$ cat src/rtl/rr_arbiter_8_way.sv
// Round-robin arbiter: shares one single-owner resource between 8 requesters.
// Grants are one-hot and registered, and each grant is held until the owner
// releases, drops its request or reaches the hold limit. A single idle cycle
// always separates two grants so the downstream bus mux never switches
// owners back to back.
module rr_arbiter_8_way #(
    parameter int HOLD_MAX = 15,
    parameter int CNT_W    = 8
) (
    input  logic       clk,
    input  logic       reset,
    input  logic [7:0] req,
    input  logic       done,
    output logic [7:0] grant,
    output logic       grant_valid,
    output logic [2:0] grant_id,
    output logic       forced
);

    localparam logic [0:0]       ST_IDLE    = 1'b0;
    localparam logic [0:0]       ST_OWNED   = 1'b1;
    localparam logic [CNT_W-1:0] HOLD_MAX_C = CNT_W'(HOLD_MAX);
    localparam logic [CNT_W-1:0] CNT_ONE    = {{(CNT_W-1){1'b0}}, 1'b1};
    localparam logic [CNT_W-1:0] CNT_ZERO   = {CNT_W{1'b0}};

    logic [0:0]       state_r;
    logic [2:0]       ptr_r;
    logic [CNT_W-1:0] hold_cnt_r;
    logic [7:0]       grant_r;
    logic             grant_valid_r;
    logic [2:0]       grant_id_r;
    logic             forced_r;

    logic             any_req_s;
    logic             win_found_s;
    logic [2:0]       win_id_s;
    logic [2:0]       cand_s;
    logic             rel_done_s;
    logic             rel_drop_s;
    logic             rel_time_s;
    logic             release_s;
    logic             timeout_only_s;

    assign any_req_s = |req;

    // Rotating priority scan: first requester at or after ptr, wrapping mod 8.
    always_comb begin
        win_found_s = 1'b0;
        win_id_s    = 3'd0;
        cand_s      = ptr_r;
        for (int k = 0; k < 8; k++) begin
            cand_s = ptr_r + 3'(k);
            if (!win_found_s && req[cand_s]) begin
                win_found_s = 1'b1;
                win_id_s    = cand_s;
            end else begin
                win_found_s = win_found_s;
            end
        end
    end

    // Release causes for the current owner; done and a dropped request take
    // precedence over the timeout when deciding whether to flag a forced end.
    always_comb begin
        rel_done_s     = done;
        rel_drop_s     = ~req[grant_id_r];
        rel_time_s     = (hold_cnt_r == HOLD_MAX_C);
        release_s      = rel_done_s | rel_drop_s | rel_time_s;
        timeout_only_s = rel_time_s & ~rel_done_s & ~rel_drop_s;
    end

    // Arbitration FSM with registered grant outputs.
    always_ff @(posedge clk) begin
        if (reset) begin
            state_r       <= ST_IDLE;
            ptr_r         <= 3'd0;
            hold_cnt_r    <= CNT_ZERO;
            grant_r       <= 8'h00;
            grant_valid_r <= 1'b0;
            grant_id_r    <= 3'd0;
            forced_r      <= 1'b0;
        end else begin
            case (state_r)
                ST_IDLE: begin
                    forced_r <= 1'b0;
                    if (any_req_s && win_found_s) begin
                        grant_r       <= 8'h01 << win_id_s;
                        grant_id_r    <= win_id_s;
                        grant_valid_r <= 1'b1;
                        hold_cnt_r    <= CNT_ONE;
                        state_r       <= ST_OWNED;
                    end else begin
                        state_r <= ST_IDLE;
                    end
                end
                ST_OWNED: begin
                    if (release_s) begin
                        grant_r       <= 8'h00;
                        grant_valid_r <= 1'b0;
                        ptr_r         <= grant_id_r + 3'd1;
                        hold_cnt_r    <= CNT_ZERO;
                        forced_r      <= timeout_only_s;
                        state_r       <= ST_IDLE;
                    end else begin
                        hold_cnt_r <= hold_cnt_r + CNT_ONE;
                        forced_r   <= 1'b0;
                    end
                end
                default: begin
                    state_r       <= ST_IDLE;
                    ptr_r         <= 3'd0;
                    hold_cnt_r    <= CNT_ZERO;
                    grant_r       <= 8'h00;
                    grant_valid_r <= 1'b0;
                    grant_id_r    <= 3'd0;
                    forced_r      <= 1'b0;
                end
            endcase
        end
    end

    assign grant       = grant_r;
    assign grant_valid = grant_valid_r;
    assign grant_id    = grant_id_r;
    assign forced      = forced_r;

endmodule

$ cat config.mk
export PLATFORM = sky130hd
export DESIGN_NAME = rr_arbiter_8_way
export DESIGN_NICKNAME = d
export VERILOG_FILES = /design/src/rtl/rr_arbiter_8_way.sv
export SDC_FILE = /design/constraint.sdc
export NUM_CORES = 1
export LEC_CHECK = 0
export ABC_AREA = 1
export CELL_PAD_IN_SITES_DETAIL_PLACEMENT = 1
export CELL_PAD_IN_SITES_GLOBAL_PLACEMENT = 1
export CORE_ASPECT_RATIO = 2
export CORE_MARGIN = 2
export CORE_UTILIZATION = 35
export CTS_CLUSTER_SIZE = 12
export DETAILED_ROUTE_END_ITERATION = 7
export PLACE_DENSITY_LB_ADDON = 0.15
export RECOVER_POWER = 50
export SLEW_MARGIN = 20
export SYNTH_ARGS = -nofsm -noshare
export SYNTH_HDL_FRONTEND = slang
export SYNTH_SLANG_ARGS = --single-unit
$ cat constraint.sdc
create_clock -name clk -period 2.7 [get_ports clk]
set_input_delay 0.675 -clock clk [delete_from_list [all_inputs] [get_ports clk]]
set_output_delay 0.675 -clock clk [all_outputs]
set_load 0.005 [all_outputs]
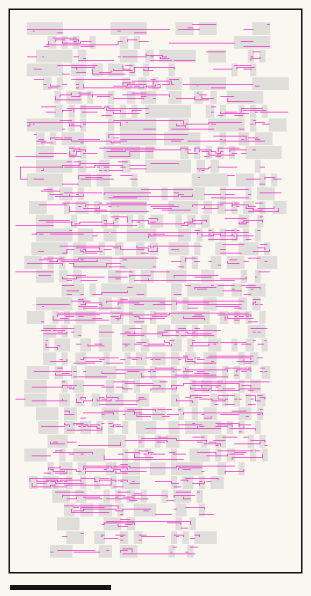
Figure 1: the metal 1 layer.
Bar = 20 um. Cells faint in the background.
- longest straight run: 28.1 um
- main direction: horizontal
- share of all routed wire: 40%

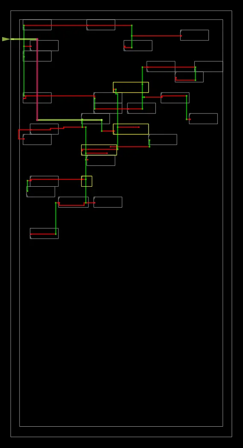
Figure 2: the clock network.
Clk. pwr: 0.000336 W
flop count: 25
total CTS buffers: 3

==> job_summary.md <==
### Metrics collected by this job

| Metric | Value |
|---|---|
| Largest net degree at the start of global routing | `16` |
| YS chip area | `2010 um2` |
| Dominant logic cell types in the final layout | `77 x nand2_1, 43 x nor2_1, 32 x buf_4` |
| Number of global-route vias before repair | `2429` |
| Worst Tran Pin Value | `394 ps` |
| Total GRT Usage | `21.0%` |
| Final Cycle Share | `92.1%` |
| Die area | `6400 um2` |
| Init Core Util | `35.8%` |
| First DRT Iteration DRCs | `60` |
| Cell Area, Placed | `2470 um2` |
| Max H-tree Level | `1` |
| Min Tclk post-route | `2490 ps` |
| Synth cell count leaders | `88 x nand2_1, 48 x nor2_1, 37 x nand3_1` |
| Die x size | `57.6 um` |
| Clock skew | `4.70 ps` |
| Max Root-Sink Buffers | `2` |
| EDFF count, synth | `0` |
| Cells in synth_stat.txt | `320` |
| Via count | `2330` |
| Synthesized area per cell | `6.28 um2` |
| DR vias/cell | `5.30` |
| # rows | `39` |
| Crit Path Class | `register to register` |
| # DRC | `0` |
| Final core utilization | `50.6%` |
| Static leakage | `1.41 nW` |
| Total Routed Length | `6800 um` |
| CP startpoint kind | `register` |
| Root Driver | `clkbuf_16` |
| Synth area leader | `dfxtp_1` |
| Detail Placement HPWL | `5090 um` |
| Crit path DRT | `2900 ps` |
| Seq share, synth | `24.9%` |
| Worst Hold Class | `register to register` |
| Unique cell types | `34` |
| Max-Slew Margin vs Limit | `73.7%` |
| Grt total ovfl | `0` |
| Synth async-reset ratio | `0%` |
| Synth warnings | `0` |
| Largest cells by area | `dfxtp_1 25%, nand2_1 16%, nand3_1 9.2%, nor2_1 9.0%, inv_1 5.2%` |
| Clock latency on the worst-skew pair | `260 ps` |
| P&R area growth vs syn | `41.5%` |
| Top Ports | `24` |
| Clock Sinks | `25` |
| Unrepaired setup endpoints after global routing | `no` |
| Slowest CP cell | `dfxtp_1` |
| Most numerous logic cell after layout | `nand2_1` |
| Routed Antenna Nets | `0` |
| Dominant register cell | `dfxtp_1` |
| N_diodes | `0` |
| Hold_ws | `464 ps` |
| Drt first pass iters | `4` |
| Worst setup margin | `213 ps` |
| Crit path cell chain | `inv_2, ha_4, buf_4, nand3_1, nand2_2, nand2_1, nand2_2, nand4_4, nor2_8, nand4_1, inv_2, nor2_4, buf_4, nor2_1, nand3_1, a21oi_1` |
| PortBufs | `23` |
| Max_cap viols | `0` |
| Nets | `395` |
| Share of cells above drive strength 1 | `26.9%` |
| First-pass GRT wire length | `11000 um` |
| Final hold violation count | `0` |
| Final Cell Area | `2840 um2` |
| Count leader, synth | `nand2_1` |
| Hold buffer count at CTS | `0` |
| Dominant cell area share | `24.9%` |
| Final setup vio count | `0` |
| DP Worst Slack | `-268 ps` |
| Data arrival, critical path | `2680 ps` |
| Total power density per cell area | `1190 nW/um2` |
| CTS clk-pin slew, worst paths | `70 ps` |
| Mapped Area | `2010 um2` |
| Gpl congestion | `0.806` |
| Outcome | `finished clean` |
| CTS tree | `built` |
| Synth Register Bits | `25` |
| Max VDD drop | `0.000695 V` |
| Max incr delay on CP | `360 ps` |
| Setup Buffers After CTS | `0` |
| Initial antenna violation count | `0` |
| Cell count after synthesis | `320` |
| Final slew viol count | `0` |
| PostCTS Resize Cnt | `0` |
| Syn_nets | `335` |
| Core area | `5610 um2` |
| Routed len/inst | `15.4 um` |
| Tool warning count | `27` |
| Final Power | `0.00337 W` |
| Critical path peak fanout | `7` |
| Die height | `111 um` |
| Critical Path Sink Type | `register` |
| Fmax achieved | `402 MHz` |
registers in the layout, indices dropped and copies added (netlist names):
name         flops
forced           1
grant_valid      1
grant_id         3
hold_cnt_r       8
ptr_r            3
state_r          1
grant            8
kinds of logic after synthesis:
logic type | after synthesis | share of synthesized area (%)
buffers and inverters | 41 | 8.41
xor gates and xnor gates | 8 | 3.49
and+or+nand+nor | 207 | 49.9
AOI/OAI and AO/OA | 35 | 10.8
DFF | 25 | 24.9
adders and majority gates | 4 | 2.49
area by class of cell:
class | count | area [um2]
multi-input combinational | 254 | 1490
timing repair buffer | 61 | 557
tap | 61 | 76.3
inverter | 35 | 135
sequential | 25 | 502
clock buffer | 3 | 75.1
clock inverter | 1 | 7.51
fill | 743 | 2770
routing by layer:
layer  vias to the layer above  GRT usage (%)  wire length, um
met4                         0           5.74              184
met2                        44           37.3             3720
met3                        20           2.57              174
met5                         -              0                0
met1                      1106           25.5             2720
li1                       1160              -                -
where the power goes:
part / internal (W) / switching (W)
combinational: 0.00101 / 0.00148
sequential: 0.000454 / 0.0000925
clock: 0.000201 / 0.000135
total: 0.00166 / 0.00171
path summary, 6_finish.rpt:
kind	slack, ps	startpoint	end	depth (start not counted)
min	460	grant[5]	grant[5]	2
max reg2reg	210	ptr_r[0]	grant[5]	16
max	210	ptr_r[0]	grant[5]	16
min reg2reg	460	grant[5]	grant[5]	2
critical path, delay by kind of cell, from the launching register on:
family	cells	cell delay, ps
flip-flops	1	360
adder cells (fa/ha/maj)	1	290
buffers and inverters	4	470
AND-OR/OR-AND	1	120
AND/OR/NAND/NOR	10	1190
stage by stage:
stage	cells	setup TNS, ps
2_1_floorplan	320	0
3_3_place_gp	422	-1780
3_5_place_dp	422	-3820
4_1_cts	426	0
5_1_grt	440	0
6_report	440	0
Power figures rest on the tool's default switching activity, not on a simulated workload.
